File: src/rtl/mem_arbiter.sv
// rtl/mem_arbiter.sv - round-robin arbiter sequencing NUM_CORES cores onto one single-port RAM
// Optional build macro ARB_LOCK_EN adds a per-core lock input for back-to-back ownership.
module mem_arbiter #(
  parameter int NUM_CORES = 4,
  parameter int AW        = 16,
  parameter int DW        = 16
) (
  input  logic                    clk,
  input  logic                    rst_n,
  input  logic [NUM_CORES-1:0]    req,
  input  logic [NUM_CORES-1:0]    we,
  input  logic [NUM_CORES*AW-1:0] addr,
  input  logic [NUM_CORES*DW-1:0] wdata,
`ifdef ARB_LOCK_EN
  input  logic [NUM_CORES-1:0]    lock,
`endif
  output logic [NUM_CORES-1:0]    ack,
  output logic [DW-1:0]           rdata,
  output logic [NUM_CORES-1:0]    grant,
  output logic                    busy,
  output logic [AW-1:0]           mem_addr,
  output logic [DW-1:0]           mem_wdata,
  output logic                    mem_wr,
  output logic                    mem_rd,
  input  logic [DW-1:0]           mem_rdata
);

  localparam int PW = $clog2(NUM_CORES);

  typedef enum logic [1:0] {IDLE, ACCESS, DONE} state_t;

  state_t                state_q, state_d;
  logic [PW-1:0]         rr_ptr_q, rr_ptr_d;
  logic [AW-1:0]         addr_q, addr_d;
  logic [DW-1:0]         wdata_q, wdata_d;
  logic                  wr_q, wr_d;
  logic                  rd_q, rd_d;
  logic [NUM_CORES-1:0]  grant_q, grant_d;
  logic [NUM_CORES-1:0]  ack_q, ack_d;
  logic [DW-1:0]         rdata_q, rdata_d;
  logic                  lock_q, lock_d;
  logic                  lock_hold;
  logic [PW-1:0]         win;

  // First requester strictly after p, wrapping; scanning downward lets the nearest one win.
  function automatic logic [PW-1:0] rr_pick(input logic [NUM_CORES-1:0] r, input logic [PW-1:0] p);
    logic [PW-1:0] w;
    int            c;
    w = p;
    for (int k = NUM_CORES; k >= 1; k--) begin
      c = (int'(p) + k) % NUM_CORES;
      if (r[c]) w = PW'(c);
    end
    return w;
  endfunction

`ifdef ARB_LOCK_EN
  assign lock_hold = lock_q & req[rr_ptr_q] & lock[rr_ptr_q];
`else
  assign lock_hold = 1'b0;
`endif

  assign win = lock_hold ? rr_ptr_q : rr_pick(req, rr_ptr_q);

  always_comb begin
    state_d  = state_q;
    rr_ptr_d = rr_ptr_q;
    addr_d   = addr_q;
    wdata_d  = wdata_q;
    wr_d     = wr_q;
    rd_d     = rd_q;
    grant_d  = grant_q;
    ack_d    = ack_q;
    rdata_d  = rdata_q;
    lock_d   = lock_q;
    case (state_q)
      IDLE: begin
        lock_d = lock_hold;
        if (|req) begin
          state_d       = ACCESS;
          addr_d        = addr[int'(win)*AW +: AW];
          wdata_d       = wdata[int'(win)*DW +: DW];
          wr_d          = we[win];
          rd_d          = ~we[win];
          grant_d       = '0;
          grant_d[win]  = 1'b1;
          rr_ptr_d      = win;
        end
      end
      ACCESS: begin
        wr_d    = 1'b0;
        rd_d    = 1'b0;
        ack_d   = grant_q;
        if (rd_q) rdata_d = mem_rdata;
        state_d = DONE;
      end
      DONE: begin
`ifdef ARB_LOCK_EN
        lock_d  = |(grant_q & lock);
`endif
        ack_d   = '0;
        grant_d = '0;
        state_d = IDLE;
      end
      default: state_d = IDLE;
    endcase
  end

  always_ff @(posedge clk or negedge rst_n) begin
    if (!rst_n) begin
      state_q  <= IDLE;
      rr_ptr_q <= PW'(NUM_CORES - 1);
      addr_q   <= '0;
      wdata_q  <= '0;
      wr_q     <= 1'b0;
      rd_q     <= 1'b0;
      grant_q  <= '0;
      ack_q    <= '0;
      rdata_q  <= '0;
      lock_q   <= 1'b0;
    end else begin
      state_q  <= state_d;
      rr_ptr_q <= rr_ptr_d;
      addr_q   <= addr_d;
      wdata_q  <= wdata_d;
      wr_q     <= wr_d;
      rd_q     <= rd_d;
      grant_q  <= grant_d;
      ack_q    <= ack_d;
      rdata_q  <= rdata_d;
      lock_q   <= lock_d;
    end
  end

  assign ack       = ack_q;
  assign rdata     = rdata_q;
  assign grant     = grant_q;
  assign busy      = (state_q != IDLE);
  assign mem_addr  = addr_q;
  assign mem_wdata = wdata_q;
  assign mem_wr    = wr_q;
  assign mem_rd    = rd_q;

endmodule

File: config.mk
export PLATFORM = sky130hd
export DESIGN_NAME = mem_arbiter
export DESIGN_NICKNAME = d
export VERILOG_FILES = /design/src/rtl/mem_arbiter.sv
export SDC_FILE = /design/constraint.sdc
export NUM_CORES = 1
export LEC_CHECK = 0
export ABC_AREA = 1
export CAP_MARGIN = 20
export CORE_ASPECT_RATIO = 0.8
export CORE_MARGIN = 2
export CORE_UTILIZATION = 40
export CTS_CLUSTER_DIAMETER = 40
export CTS_CLUSTER_SIZE = 40
export DETAILED_ROUTE_END_ITERATION = 16
export PLACE_DENSITY = 0.82
export SLEW_MARGIN = 10
export SYNTH_ARGS = -nofsm -noshare
export SYNTH_HDL_FRONTEND = slang
export SYNTH_SLANG_ARGS = --single-unit
File: constraint.sdc
create_clock -name clk -period 1.95 [get_ports clk]
set_input_delay 0.39 -clock clk [delete_from_list [all_inputs] [get_ports clk]]
set_output_delay 0.39 -clock clk [all_outputs]
set_load 0.01 [all_outputs]
==> images/layer_met2.png <==
Cells faint in the background.
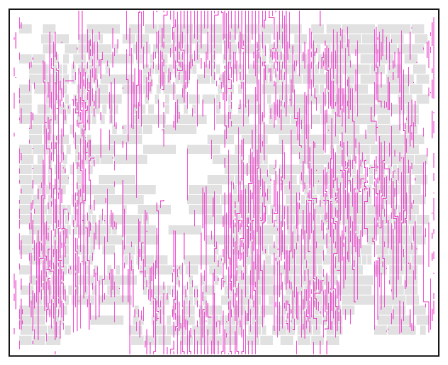
main direction: vertical
longest straight run: 49.3 um
wire length on this layer: 7,140 um
nets with wire on the layer: 801
via count: 4,855
Post-Route WL: 14.4 mm
met2 Resource Use GR: 42.7%

==> images/flops_by_reg.png <==
Other sequential cells in the stronger grey, the rest of the logic in the fainter grey.
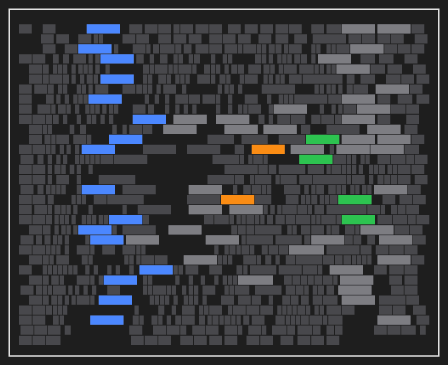
[`state_q`] orange | flops: 2
[`mem_wdata`] blue | flops: 16
[`grant`] green | flops: 4 | where: east
not coloured: 40

==> impl_metrics.ini <==
; implementation run metrics
[layout]
n_antenna_cell = 0
seq_area_share_pct = 21.6
buf_share_pct = 37.6
n_all_inverters = 27
final_common_cell = nand2_1
n_fill_cell = 736
comb_area_share_pct = 32.4
comb_cells = 481
fin_area_um2 = 7180
syn2layout_area_growth_pct = 79.4
instances_no_fill = 975
utilization_pct = 74.1
flops = 62
final_layout_size_suffix_gt1_share_pct = 15.6
combGateArea_um2 = 2330
regArea_um2 = 1550
clock_area_share_pct = 4.49
lay_top_cells = nand2_1 (325), clkdlybuf4s50_1 (210), nand3_1 (68)
largest_class = buffers
nNonClkBuffers = 253
finalNetCount = 992

[clock_tree]
h-tree-depth = 3
clkTransAtPathRegs_ns = 0.05
cts_buffers = 9
clockBufferDepth = 2
ctsHoldBuffers = 0
cts_setup_buffers = 4
cts.sinks = 62
root_buffer = clkbuf_16
cts_tree = built
ctsResizeCount = 13

[floorplan]
fp.dieW_um = 116
ios = 213
die_area_um2 = 10800
die_y_um = 93.5
tapCellCount = 136
rows = 32
coreArea_um2 = 9690
fp_util_pct = 41.3

[global_route]
grt_max_degree = 63
grt_pass1_vias = 4363
met1_usage_pct = 28.6
grt.met3_usage_pct = 7.97
busiest_layer = met2
grt_pass1_wl_mm = 21.0
gr-total-overflow = 0
antenna_found_initial = 0

[detailed_routing]
first_iter_violations = 242
wl_per_cell_um = 14.8
met2_length_mm = 7.14
ant_nets = 0
wl_met3_mm = 1.29
met1_length_mm = 5.81
highest_layer = met4
drc = 0

[critical_path]
critical_path_class = primary input to flop
slowest_stage = clkdlybuf4s50_1
cp_top_family = simple AND/OR/NAND/NOR gates
critPathMaxFanout = 8
arrival_ns = 2.38
critical_path_required_ns = 2.21
worstSetupPathDepth = 16
reg2reg_depth = 15
cp-end-kind = flop
slowest_delay_ns = 0.50
endpoint = mem_wdata[9]
path_cells = clkdlybuf4s50_1 -> inv_1 -> o21ai_1 -> nand2_1 -> nand2_2 -> nand2_4 -> nand2_4 -> nand2_8 -> nand2_8 -> clkbuf_16 -> nand2_1 -> nand2_1 -> nand2_1 -> nand2_1 -> nand2_1 -> nand2_1
cp_num_buf_inv = 3
worstSetupStartpoint = req[1]
crit_path_start_kind = primary input
r2r-end = mem_wdata[9]
rrSetupSlack_ns = -0.15
regToRegStartpoint = rr_ptr_q[0]
path_common_cell = nand2_1

[power]
ir_drop_v = 0.00112
p_clk_uw = 1720
p_per_area_nw_per_um2 = 2100
p_total_uw = 15100
top_power_group = combinational cells
power_combinational_uw = 11100
power.switching_uw = 6900
pwr-share-comb_pct = 73.4
swShare_pct = 45.8
intPower_uw = 8160
power_leakage_uw = 0.00360
clkPwrFrac_pct = 11.4

[timing]
setup_violations = 38
fmax_mhz = 472
fin_hold_ws_ns = 0.0752
setup_tns_ns = -4.99
hold_viol = 0
fin_crit_sh_pct = 109
tightest_slew_ns = 0.471
rsz0062_at_grt = true
slew_headroom_pct = 68.3
skew_ns = 0.00753
worst_slack_ns = -0.169
period_minus_slack_ns = 2.12

[logic_synthesis]
synth.cellmix.simpleShare_pct = 45.0
ys_area_um2 = 4010
adder_share_pct = 1.25
common_cells = nand2_1 (365), nand3_1 (70), dfrtp_1 (60), inv_1 (22)
top_logic_kind = simple AND/OR/NAND/NOR gates
synthFlopType = dfrtp_1
ys_seq_elements = 62
synth_area_um2 = 4010
synthArstFlopShare_pct = 100
syn_nets = 763
synth.area.top_cells = dfrtp_1 (37%), nand2_1 (34%), nand3_1 (8.7%), mux2_2 (4.5%), inv_1 (2.1%)
synthMuxAreaShare_pct = 4.50
synth.most_common_cell = nand2_1
synth_area_per_cell_um2 = 6.62
syn_inst = 605
aoi_share_pct = 2.25
synth-seq-area-share_pct = 38.8
largest_area_cell = dfrtp_1
top_cell_area_share_pct = 37.5
ys_sh_xor_pct = 0
ys_cells = 605
ys_warn_count = 0
synth_cell_types = 25
edf_count = 0

[place]
dp_hpwl_mm = 9.88
placed_area_um2 = 6400
io_buffers = 212
gp_congestion = 0.870
dp_slack_ns = -0.311
dp_cells = 945

[worst_hold_path]
worst_hold_path_type = primary input to async pin

[run_status]
outcome = finished, violations left
violations = setup timing

[flow_run]
warnings = 31
drv_cap = 0
Power and IR drop assume default switching activity.
